--- config.mk ---
export PLATFORM = sky130hd
export DESIGN_NAME = pll_reconfig_ctrl
export DESIGN_NICKNAME = d
export VERILOG_FILES = /design/src/rtl/pll_reconfig_ctrl.sv
export SDC_FILE = /design/constraint.sdc
export NUM_CORES = 1
export LEC_CHECK = 0
export ABC_AREA = 1
export CAP_MARGIN = 20
export CORE_AREA = 2 2 56 97
export CTS_CLUSTER_DIAMETER = 150
export DETAILED_ROUTE_END_ITERATION = 12
export DIE_AREA = 0 0 58 99
export GPL_ROUTABILITY_DRIVEN = 0
export PLACE_DENSITY = 0.83
export SYNTH_ARGS = -nofsm -noshare
export SYNTH_HDL_FRONTEND = slang
export SYNTH_SLANG_ARGS = --single-unit
--- constraint.sdc ---
create_clock -name clkin -period 3.1 [get_ports clkin]
set_input_delay 0.465 -clock clkin [delete_from_list [all_inputs] [get_ports clkin]]
set_output_delay 0.465 -clock clkin [all_outputs]
set_load 0.05 [all_outputs]
--- src/rtl/pll_reconfig_ctrl.sv ---
// rtl/pll_reconfig_ctrl.sv - Gowin rPLL dynamic-divider sequencer with lock qualification and retry
// Optional macro PLL_LOCK_MON_EN: auto-relock when synchronized lock drops while in RUN.
module pll_reconfig_ctrl #(
  parameter int         RST_CYCLES    = 16,
  parameter int         LOCK_TIMEOUT  = 24000,
  parameter int         STABLE_CYCLES = 256,
  parameter int         MAX_RETRIES   = 3,
  parameter logic [5:0] IDSEL_INIT    = 6'd1,
  parameter logic [5:0] FBDSEL_INIT   = 6'd8,
  parameter logic [5:0] ODSEL_INIT    = 6'd8
) (
  input  logic       clkin,
  input  logic       reset,
  input  logic       cfg_valid,
  output logic       cfg_ready,
  input  logic [5:0] cfg_idsel,
  input  logic [5:0] cfg_fbdsel,
  input  logic [5:0] cfg_odsel,
  input  logic       pll_lock,
  output logic       pll_reset,
  output logic [5:0] pll_idsel,
  output logic [5:0] pll_fbdsel,
  output logic [5:0] pll_odsel,
  output logic       sys_rst,
  output logic       locked,
  output logic       error,
  output logic [1:0] retry_cnt
);

  localparam int RW = (RST_CYCLES > 1) ? $clog2(RST_CYCLES) : 1;
  localparam int TW = (LOCK_TIMEOUT > 1) ? $clog2(LOCK_TIMEOUT) : 1;
  localparam int SW = (STABLE_CYCLES > 1) ? $clog2(STABLE_CYCLES) : 1;

  localparam logic [RW-1:0] RST_LAST  = RW'(RST_CYCLES - 1);
  localparam logic [TW-1:0] TO_LAST   = TW'(LOCK_TIMEOUT - 1);
  localparam logic [SW-1:0] STB_LAST  = SW'(STABLE_CYCLES - 1);
  localparam logic [1:0]    RETRY_MAX = 2'((MAX_RETRIES > 3) ? 3 : MAX_RETRIES);

  typedef enum logic [2:0] {
    S_RESET_HOLD,
    S_WAIT_LOCK,
    S_STABLE,
    S_RUN,
    S_FAIL
  } state_t;

  state_t        r_state;
  state_t        w_next_state;
  logic          r_lock_meta;
  logic          r_lock_s;
  logic [RW-1:0] r_rst_cnt;
  logic [RW-1:0] w_rst_cnt_nxt;
  logic [TW-1:0] r_to_cnt;
  logic [TW-1:0] w_to_cnt_nxt;
  logic [SW-1:0] r_stb_cnt;
  logic [SW-1:0] w_stb_cnt_nxt;
  logic [1:0]    r_retry;
  logic [1:0]    w_retry_nxt;
  logic [5:0]    r_idsel;
  logic [5:0]    r_fbdsel;
  logic [5:0]    r_odsel;
  logic          r_pll_reset;
  logic          r_sys_rst;
  logic          r_locked;
  logic          r_error;
  logic          r_cfg_ready;
  logic          w_load_cfg;
  logic          w_xfer;
  logic          w_to_exp;
  logic [TW-1:0] w_to_inc;
  logic [1:0]    w_retry_inc;

  assign w_xfer      = cfg_valid & r_cfg_ready;
  assign w_to_exp    = (r_to_cnt == TO_LAST);
  assign w_to_inc    = w_to_exp ? r_to_cnt : r_to_cnt + TW'(1);
  assign w_retry_inc = (r_retry == 2'd3) ? r_retry : r_retry + 2'd1;

  // pll_lock is asynchronous to clkin; only r_lock_s feeds decisions.
  always_ff @(posedge clkin) begin
    if (reset) begin
      r_lock_meta <= 1'b0;
      r_lock_s    <= 1'b0;
    end else begin
      r_lock_meta <= pll_lock;
      r_lock_s    <= r_lock_meta;
    end
  end

  always_comb begin
    w_next_state  = r_state;
    w_rst_cnt_nxt = r_rst_cnt;
    w_to_cnt_nxt  = r_to_cnt;
    w_stb_cnt_nxt = r_stb_cnt;
    w_retry_nxt   = r_retry;
    w_load_cfg    = 1'b0;
    case (r_state)
      S_RESET_HOLD: begin
        if (r_rst_cnt == RST_LAST) begin
          w_next_state  = S_WAIT_LOCK;
          w_rst_cnt_nxt = '0;
          w_to_cnt_nxt  = '0;
        end else begin
          w_rst_cnt_nxt = r_rst_cnt + RW'(1);
        end
      end
      S_WAIT_LOCK: begin
        w_to_cnt_nxt = w_to_inc;
        if (r_lock_s) begin
          // The sample that leaves WAIT_LOCK is the first of the consecutive highs.
          w_next_state  = (STABLE_CYCLES == 1) ? S_RUN : S_STABLE;
          w_stb_cnt_nxt = SW'(1);
        end else if (w_to_exp) begin
          w_retry_nxt   = w_retry_inc;
          w_rst_cnt_nxt = '0;
          w_next_state  = (w_retry_inc < RETRY_MAX) ? S_RESET_HOLD : S_FAIL;
        end
      end
      S_STABLE: begin
        // Timeout keeps running here so a glitching lock cannot stretch an attempt.
        w_to_cnt_nxt = w_to_inc;
        if (r_lock_s) begin
          if (r_stb_cnt == STB_LAST) begin
            w_next_state = S_RUN;
          end else begin
            w_stb_cnt_nxt = r_stb_cnt + SW'(1);
          end
        end else if (w_to_exp) begin
          w_retry_nxt   = w_retry_inc;
          w_rst_cnt_nxt = '0;
          w_next_state  = (w_retry_inc < RETRY_MAX) ? S_RESET_HOLD : S_FAIL;
        end else begin
          w_next_state = S_WAIT_LOCK;
        end
      end
      S_RUN: begin
        w_retry_nxt = 2'd0;
`ifdef PLL_LOCK_MON_EN
        if (!r_lock_s) begin
          w_next_state  = S_RESET_HOLD;
          w_rst_cnt_nxt = '0;
        end
`endif
        if (w_xfer) begin
          w_next_state  = S_RESET_HOLD;
          w_rst_cnt_nxt = '0;
          w_load_cfg    = 1'b1;
        end
      end
      S_FAIL: begin
        if (w_xfer) begin
          w_next_state  = S_RESET_HOLD;
          w_rst_cnt_nxt = '0;
          w_retry_nxt   = 2'd0;
          w_load_cfg    = 1'b1;
        end
      end
      default: begin
        w_next_state  = S_RESET_HOLD;
        w_rst_cnt_nxt = '0;
      end
    endcase
    if (w_next_state == S_RUN) begin
      w_retry_nxt = 2'd0;
    end
  end

  // Outputs are registered from the next state so they line up with the state register.
  always_ff @(posedge clkin) begin
    if (reset) begin
      r_state     <= S_RESET_HOLD;
      r_rst_cnt   <= '0;
      r_to_cnt    <= '0;
      r_stb_cnt   <= '0;
      r_retry     <= 2'd0;
      r_idsel     <= IDSEL_INIT;
      r_fbdsel    <= FBDSEL_INIT;
      r_odsel     <= ODSEL_INIT;
      r_pll_reset <= 1'b1;
      r_sys_rst   <= 1'b1;
      r_locked    <= 1'b0;
      r_error     <= 1'b0;
      r_cfg_ready <= 1'b0;
    end else begin
      r_state     <= w_next_state;
      r_rst_cnt   <= w_rst_cnt_nxt;
      r_to_cnt    <= w_to_cnt_nxt;
      r_stb_cnt   <= w_stb_cnt_nxt;
      r_retry     <= w_retry_nxt;
      if (w_load_cfg) begin
        r_idsel  <= cfg_idsel;
        r_fbdsel <= cfg_fbdsel;
        r_odsel  <= cfg_odsel;
      end
      r_pll_reset <= (w_next_state == S_RESET_HOLD) || (w_next_state == S_FAIL);
      r_sys_rst   <= (w_next_state != S_RUN);
      r_locked    <= (w_next_state == S_RUN);
      r_error     <= (w_next_state == S_FAIL);
      r_cfg_ready <= (w_next_state == S_RUN) || (w_next_state == S_FAIL);
    end
  end

  assign cfg_ready  = r_cfg_ready;
  assign pll_reset  = r_pll_reset;
  assign pll_idsel  = r_idsel;
  assign pll_fbdsel = r_fbdsel;
  assign pll_odsel  = r_odsel;
  assign sys_rst    = r_sys_rst;
  assign locked     = r_locked;
  assign error      = r_error;
  assign retry_cnt  = r_retry;

endmodule
**Run 1: clock wires, drivers and flops**

Bar = 20 microns.
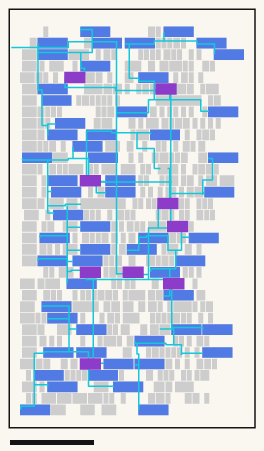
flip-flops -> blue  # count 57
clock drivers -> purple  # count 9
clock wires -> cyan  # length 740 microns
routed clock nets = 10

**Run 1: local utilization**

The die is cut into 6 by 10 equal tiles; white is low, dark blue is high, 0 to 100% covered.
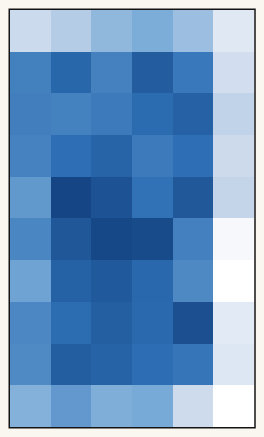
fullest tile = 91%
densest ninth of the die = middle
mean over tiles = 59%
emptiest ninth of the die = bottom right
tiles over 75% full = 38%
FP Util: 0.558
final core utilization: 0.702

==> flow_summary.ini, run 1 <==
; yosys + openroad results
[floorplan]
die_h_microns = 99

[placed_design]
numPortBuffers = 46
pre_cts_slack_ns = 1.16

[yosys]
top_cells_by_area = dfxtp_1 41%, nand2_1 13%, nor2_1 10%
avgSynthCellArea_sq_um = 6.80
synthAdderAreaFrac = 0.0136
synthCells = 405
ys_top_logic_family = simple AND/OR/NAND/NOR gates

[global_route]
use_met2 = 0.434
grt_use_met1 = 0.244
grt_pass1_vias = 2666
grtUsageMet3 = 0.0656

[drt]
routed_wl_microns = 6600

[critical_path]
slowest_delay_ns = 0.83
path_max_fanout = 3

[run_status]
status = completed

[clock_tree]
cts_root_buffer = clkbuf_8
postCtsSetupBuffers = 0
cts_buffers = 9

[layout]
nClkBuffers = 10

[final_timing]
setup_viol = 0
worstMarginPinSlew_ns = 0.691
**Run 1: I/O pins on the die edge**

Pins as bars across the die edge, other pins in grey.
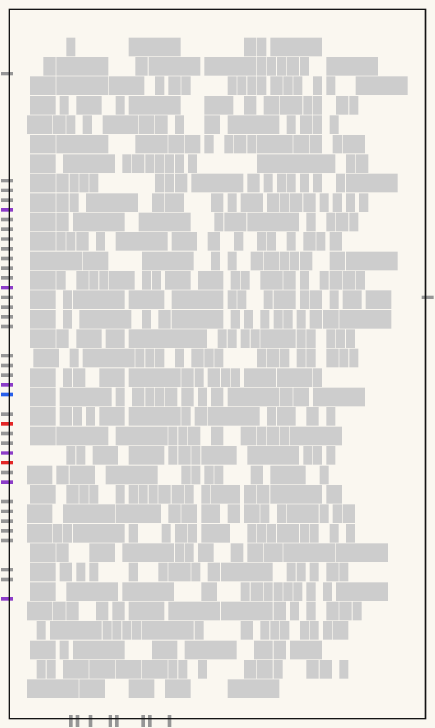
retry_cnt -> red  # pins 2, direction output, edge left
sys_rst -> blue  # pins 1, direction output, edge left
cfg_fbdsel -> purple  # pins 6, direction input, edge left

run 1: cell usage after synthesis (2+ instances only):
cell type / count
nand2_1: 95
nor2_1: 76
dfxtp_1: 57
inv_1: 37
nand3_1: 32
a21oi_1: 27
o21ai_0: 21
nand4_1: 11
nor3_1: 6
inv_2: 5
xor2_1: 5
clkbuf_1: 4
ha_1: 3
nand2_4: 3
buf_6: 2
nand2_2: 2
or2_2: 2
run 1: power by group through the flow:
stage	clock, uW	combinational, uW	sequential, uW
CTS	795	52.9	742
detailed placement	0	52.5	758
floorplan	0	21.2	757
global placement	0	51.8	758
finish	788	52.7	742
global route	830	59.5	742
run 1: routing by layer:
metal | vias up | wire length [microns]
met3 | 17 | 389
met2 | 77 | 3390
li1 | 1404 | -
met5 | - | 0
met1 | 1244 | 2570
met4 | 0 | 254
==> run 2, diff against run 1 <==
--- a/config.mk
+++ b/config.mk
@@ -7,12 +7,12 @@
 export LEC_CHECK = 0
 export ABC_AREA = 1
 export CAP_MARGIN = 20
-export CORE_AREA = 2 2 56 97
+export CORE_AREA = 2 2 61 106
 export CTS_CLUSTER_DIAMETER = 150
 export DETAILED_ROUTE_END_ITERATION = 12
-export DIE_AREA = 0 0 58 99
+export DIE_AREA = 0 0 63 108
 export GPL_ROUTABILITY_DRIVEN = 0
-export PLACE_DENSITY = 0.83
+export PLACE_DENSITY = 0.74
 export SYNTH_ARGS = -nofsm -noshare
 export SYNTH_HDL_FRONTEND = slang
 export SYNTH_SLANG_ARGS = --single-unit
==> constraint.sdc (replaced) <==
create_clock -name clkin -period 1.8 [get_ports clkin]
set_input_delay 0.27 -clock clkin [delete_from_list [all_inputs] [get_ports clkin]]
set_output_delay 0.27 -clock clkin [all_outputs]
set_load 0.05 [all_outputs]
**Run 2: placement view**

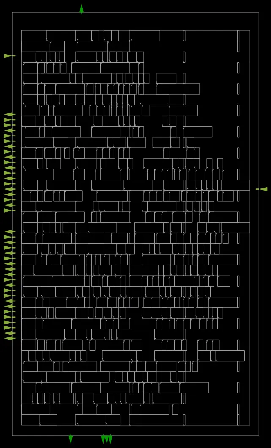
sequential share of cell area: 0.324
registers: 57
Core Box Area: 5880 sq um

==> run 2 against run 1 <==
  * Wire length is 0.14% lower
  * Highest routed layer unchanged
  * Setup slack worse by 1.0 ns
  * Final cell count grew 5.7%
  * Clock skew shrank 0.0039 ns
==> flow_summary.ini, run 2 <==
; yosys + openroad results
[global_route]
grtUsageMet3 = 0.0676
use_met2 = 0.391
grt_use_met1 = 0.196
grt_pass1_vias = 2648
grt_max_degree = 26

[drt]
drc = 0
top_layer_used = met4
wl_met3_microns = 396
routed-wl-met2_microns = 3580
m1WireLength_microns = 2460
routed_wl_microns = 6590
via_count = 2709

[yosys]
synthAdderAreaFrac = 0.0136
ys_top_logic_family = simple AND/OR/NAND/NOR gates
synthCells = 405
ys_seq_frac = 0.414
common_cells = 95 x nand2_1, 76 x nor2_1, 57 x dfxtp_1
avgSynthCellArea_sq_um = 6.80
top_cells_by_area = dfxtp_1 41%, nand2_1 13%, nor2_1 10%
synth.most_common_cell = nand2_1

[critical_path]
crit_path_start_kind = flip-flop
ff2ff_setup_slack_ns = 0.16
path_max_fanout = 2
r2r_start = r_to_cnt[2]
slowest_delay_ns = 0.82
path_class = reg2out
slowest_stage = clkdlybuf4s50_1

[clock_tree]
cts_root_buffer = clkbuf_8
ctsHoldBuffers = 0
cts_buffers = 9

[run_status]
status = completed

[floorplan]
ioPinCount = 47
fp-utilization = 0.468
die_h_microns = 108

[final_timing]
hold-worst-slack_ns = 0.410
worstMarginPinSlew_ns = 0.620
setup_viol = 0

[placed_design]
numPortBuffers = 46
pre_cts_slack_ns = 0.0962
hpwl_microns = 4830

[layout]
fin_util = 0.600
syn_to_final_growth_pct = 28.1
design_area_sq_um = 3530

[job]
warnings = 26

[min_path]
whs_path_depth = 2

[power_and_ir_drop]
p_int_uw = 2030
switching_share = 0.208
## run 2: power groups by stage
stage,logic (uW),clock network [uW],registers [uW]
3_3_place_gp,91.8,0,1300
5_1_grt,103,1280,1280
6_report,92.4,1200,1280
3_5_place_dp,92.6,0,1310
2_1_floorplan,36.6,0,1300
4_1_cts,92.9,1230,1280
## run 2: final cells by class
class                           count  area, sq um
Sequential cell                    57         1140
Fill cell                         538         2350
Inverter                           43          164
Clock buffer                       13          159
Tap cell                           78         97.6
Clock inverter                      2         37.5
Multi-Input combinational cell    296         1410
Timing Repair Buffer               53          513
## run 2: worst register-to-register path, delay by kind of cell (launching register included)
family                 cells  cell delay (ns)
buffers and inverters      1             0.06
and+or+nand+nor            7             1.07
DFF                        1             0.46
Power figures rest on the tool's default switching activity, not on a simulated workload.
